`src/rtl/ysyx_22050243_trap_ctrl.sv`:
```
// Trap controller: sequences timer-interrupt entry, ecall entry and mret
// at the WB stage. It issues a one-cycle CSR command with a pipeline flush,
// then redirects fetch in the following cycle.
module ysyx_22050243_trap_ctrl #(
  parameter int unsigned IBUS_DATA_WIDTH = 32,
  parameter int unsigned DBUS_DATA_WIDTH = 64
) (
  input  logic                       clk,
  input  logic                       rst,
  input  logic                       wb_valid,
  input  logic [IBUS_DATA_WIDTH-1:0] inst_mem_2_wb_ff,
  input  logic [DBUS_DATA_WIDTH-1:0] pc_mem_2_wb_ff,
  input  logic [DBUS_DATA_WIDTH-1:0] pc_mtvec,
  input  logic [DBUS_DATA_WIDTH-1:0] pc_mepc,
  input  logic [DBUS_DATA_WIDTH-1:0] mstatus,
  input  logic [DBUS_DATA_WIDTH-1:0] mie,
  input  logic                       timer_irq,
  input  logic                       mem_busy,
  output logic [1:0]                 excep_csr_update,
  output logic                       mret_csr_update,
  output logic                       flush,
  output logic                       redirect_valid,
  output logic [DBUS_DATA_WIDTH-1:0] redirect_pc,
  output logic                       trap_busy
);

  localparam logic [IBUS_DATA_WIDTH-1:0] InstEcall = IBUS_DATA_WIDTH'(32'h0000_0073);
  localparam logic [IBUS_DATA_WIDTH-1:0] InstMret  = IBUS_DATA_WIDTH'(32'h3020_0073);

  localparam logic [1:0] CmdNone  = 2'b00;
  localparam logic [1:0] CmdEcall = 2'b01;
  localparam logic [1:0] CmdIrq   = 2'b10;

  typedef enum logic [1:0] {StIdle, StIrqWait, StRedirect} state_e;
  typedef enum logic [1:0] {KindNone, KindInt, KindEcall, KindMret} kind_e;

  state_e state_q, state_d;
  kind_e  kind_q, kind_d;

  logic                       is_ecall;
  logic                       is_mret;
  logic                       irq_pend;
  logic [DBUS_DATA_WIDTH-1:0] mtvec_base;
  logic [DBUS_DATA_WIDTH-1:0] mtvec_vec;

  assign is_ecall   = wb_valid & (inst_mem_2_wb_ff == InstEcall);
  assign is_mret    = wb_valid & (inst_mem_2_wb_ff == InstMret);
  assign irq_pend   = timer_irq & mstatus[3] & mie[7];
  assign mtvec_base = {pc_mtvec[DBUS_DATA_WIDTH-1:2], 2'b00};
  // Machine timer interrupt is cause 7, so its vector sits at base + 4*7.
  assign mtvec_vec  = mtvec_base + DBUS_DATA_WIDTH'(28);

  // The WB PC and the remaining CSR bits do not affect trap sequencing.
  logic unused_inputs;
  assign unused_inputs = ^{pc_mem_2_wb_ff, mstatus, mie};

  // State and trap-kind registers with synchronous reset.
  always_ff @(posedge clk) begin
    if (rst) begin
      state_q <= StIdle;
      kind_q  <= KindNone;
    end else begin
      state_q <= state_d;
      kind_q  <= kind_d;
    end
  end

  // Next-state decode and command/redirect outputs.
  always_comb begin
    state_d          = state_q;
    kind_d           = kind_q;
    excep_csr_update = CmdNone;
    mret_csr_update  = 1'b0;
    flush            = 1'b0;
    redirect_valid   = 1'b0;
    redirect_pc      = '0;
    trap_busy        = 1'b0;

    // Reset also masks outputs so a pending redirect cannot leak out.
    if (rst) begin
      state_d = StIdle;
      kind_d  = KindNone;
    end else begin
      unique case (state_q)
        StIdle: begin
          if (irq_pend) begin
            if (!mem_busy) begin
              excep_csr_update = CmdIrq;
              flush            = 1'b1;
              trap_busy        = 1'b1;
              kind_d           = KindInt;
              state_d          = StRedirect;
            end else begin
              // ecall/mret in WB are dropped here; the flush on trap entry
              // makes them re-execute after the handler returns.
              state_d = StIrqWait;
            end
          end else if (is_ecall) begin
            excep_csr_update = CmdEcall;
            flush            = 1'b1;
            trap_busy        = 1'b1;
            kind_d           = KindEcall;
            state_d          = StRedirect;
          end else if (is_mret) begin
            mret_csr_update = 1'b1;
            flush           = 1'b1;
            trap_busy       = 1'b1;
            kind_d          = KindMret;
            state_d         = StRedirect;
          end
        end

        StIrqWait: begin
          trap_busy = 1'b1;
          if (!irq_pend) begin
            state_d = StIdle;
          end else if (!mem_busy) begin
            excep_csr_update = CmdIrq;
            flush            = 1'b1;
            kind_d           = KindInt;
            state_d          = StRedirect;
          end
        end

        StRedirect: begin
          redirect_valid = 1'b1;
          flush          = 1'b1;
          trap_busy      = 1'b1;
          unique case (kind_q)
            KindInt:   redirect_pc = (pc_mtvec[1:0] == 2'b01) ? mtvec_vec : mtvec_base;
            KindEcall: redirect_pc = mtvec_base;
            // mepc is read live so the value written by the mret update is used.
            KindMret:  redirect_pc = pc_mepc;
            default:   redirect_pc = '0;
          endcase
          kind_d  = KindNone;
          state_d = StIdle;
        end

        default: begin
          state_d = StIdle;
          kind_d  = KindNone;
        end
      endcase
    end
  end

endmodule

```
`config.mk`:
```
export PLATFORM = sky130hd
export DESIGN_NAME = ysyx_22050243_trap_ctrl
export DESIGN_NICKNAME = d
export VERILOG_FILES = /design/src/rtl/ysyx_22050243_trap_ctrl.sv
export SDC_FILE = /design/constraint.sdc
export NUM_CORES = 1
export LEC_CHECK = 0
export ABC_AREA = 1
export CORE_AREA = 2 2 166 168
export CTS_CLUSTER_SIZE = 14
export DETAILED_ROUTE_END_ITERATION = 10
export DIE_AREA = 0 0 168 170
export GPL_TIMING_DRIVEN = 0
export PLACE_DENSITY_LB_ADDON = 0.25
export SLEW_MARGIN = 20
export SYNTH_ARGS = -nofsm -noshare
export SYNTH_HDL_FRONTEND = slang
export SYNTH_SLANG_ARGS = --single-unit
```
`constraint.sdc`:
```
create_clock -name clk -period 2.2 [get_ports clk]
set_input_delay 0.33 -clock clk [delete_from_list [all_inputs] [get_ports clk]]
set_output_delay 0.33 -clock clk [all_outputs]
set_load 0.005 [all_outputs]
```
placement_by_type.png
Bar = 50 µm.
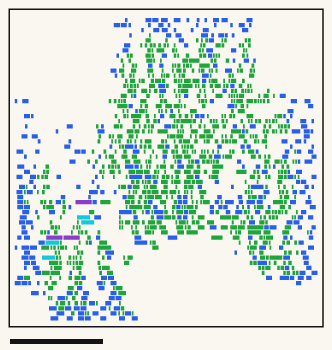
Cyan is flops, cells 4, share of their area 1.0%. Blue is other buffers and delay cells, cells 343, share of their area 36%. Green is combinational and other logic, cells 828, share of their area 62%. Purple is clock drivers, cells 3, share of their area 0.92%.
Final Util: 0.322
# rows: 60
sequential share of cell area: 0.00948

logic_types.png
Bar = 50 µm.
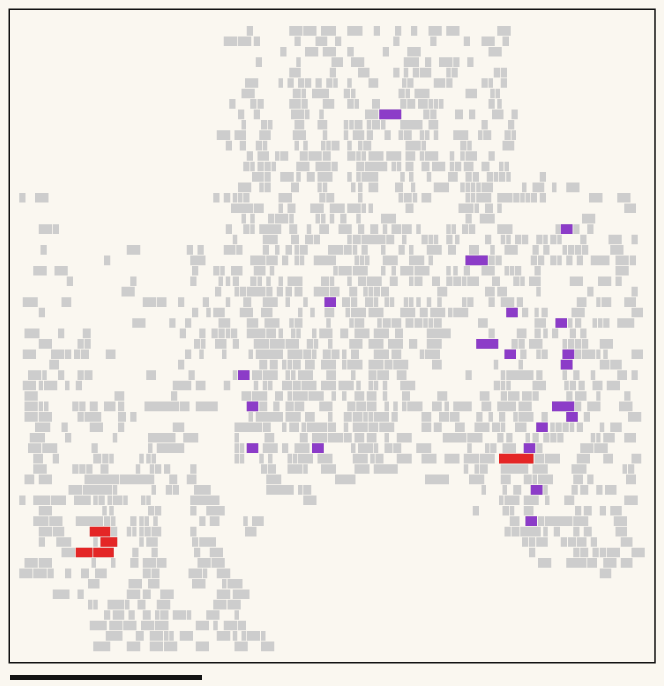
Red is adder and majority cells, cells 5, where lower left. Purple is XOR/XNOR gates, cells 20.
top logic cell by instance count in the layout: nand2_1
non-filler cells, final: 1521
logic share of the area: 0.532

sizes.png
Bar = 50 µm.
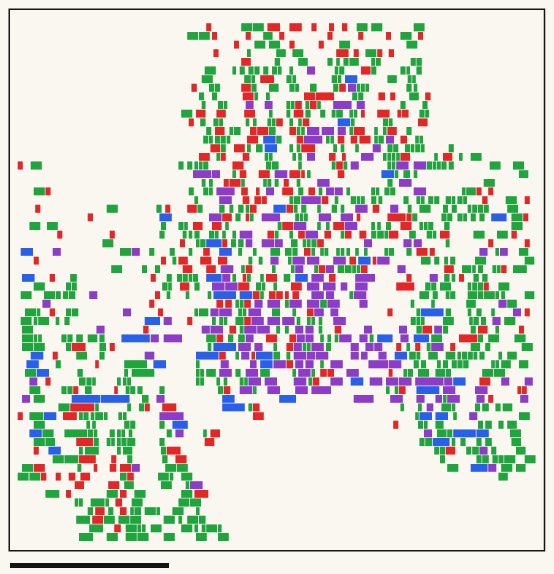
Purple is _3 and _4 cells, cells 175, most used buf_4. Blue is _6 and larger, cells 49, most used buf_6. Red is _2 cells, cells 243, most used buf_2. Green is _0 and _1 cells, cells 711, most used nand2_1.
Buffers, non-clock: 343
area grow syn2layout: 106%
final worst slack: -63.7 ps
post-route cell area: 0.00858 mm²

==> results_slide.txt <==
Implementation Results

Synth
  – Synth Seq Share: 0.0193
  – Dominant cell by count in the synthesized netlist: nand2_1
  – Cell variety after synth: 36
  – Syn_area_per_cell: 4.79 µm²

Floorplanning
  – Core area: 0.0267 mm²
  – Die ar.: 0.0286 mm²
  – Die W: 168 µm
  – Tap Cells: 341

Clock network
  – H-tree levels: 1
  – Clock sink count: 4
  – Late-Pin Clk Latency: 220 ps
  – Max clock buf depth: 2
  – PostCTS Resize Cnt: 679
  – TritonCTS buffer count: 3

Timing
  – Final worst slack: -63.7 ps
  – Tcrit/Tclk final: 1.03
  – Final min period: 2260 ps
  – Setup-failing EPs final: 8
  – Final hold slack: 529 ps
  – Setup TNS: -310 ps
  – Maximum operating frequency: 442 MHz
  – Slew HR: 0.761

Pwr
  – P_sw: 1610 µW
  – Pwr Total: 2880 µW
  – Int Pwr: 1280 µW
  – Pwr/cell area: 336 mW/mm²
  – Combinational power: 2470 µW
  – Lkg Pwr: 0.00352 µW

Outcome
  – Failing checks: setup timing
  – Status: finished with violations

Layout
  – Register area: 81.3 µm²
  – Final clock-cell share: 0.00875
  – Non-clk invs: 121
  – Fraction of layout cells with a size suffix above 1: 0.396

Min path
  – Hold depth: 2
  – Min-Delay Path Class: flip-flop to flip-flop

GRT
  – Initial antenna violation count: 2
  – Global route total overflow: 0
  – Total GRT Usage: 0.179

Place
  – Dpl ws: -1220 ps

Detailed routing
  – 1st-iter DRT viols: 434

Setup path
  – Critical R2R Launch: state_q[1]
==> metal layers <==
layer	up-vias	share of wire	track usage
met5	-	0.00048	0
met4	2	0.0098	0.0197
met3	21	0.076	0.0365
met2	281	0.41	0.271
met1	3209	0.50	0.267
li1	3465	-	-
==> worst max-delay path, cell delays in order <==
cell and delay [ps]:
buf_8 90, inv_8 30, ha_4 150, inv_4 50, nor2_4 40, nor2_4 210, nand2_4 130, inv_4 90
nand2_4 60, nor2_4 130, buf_6 120, xor2_2 170, nand2_2 80, a21oi_2 120, buf_2 130
==> kinds of logic after synthesis <==
family	share of synthesized area
DFF	0.0193
AOI/OAI and AO/OA	0.173
buffers and inverters	0.144
xor gates and xnor gates	0.0422
adders and majority gates	0.0151
and+or+nand+nor	0.606
Power and IR drop assume default switching activity.
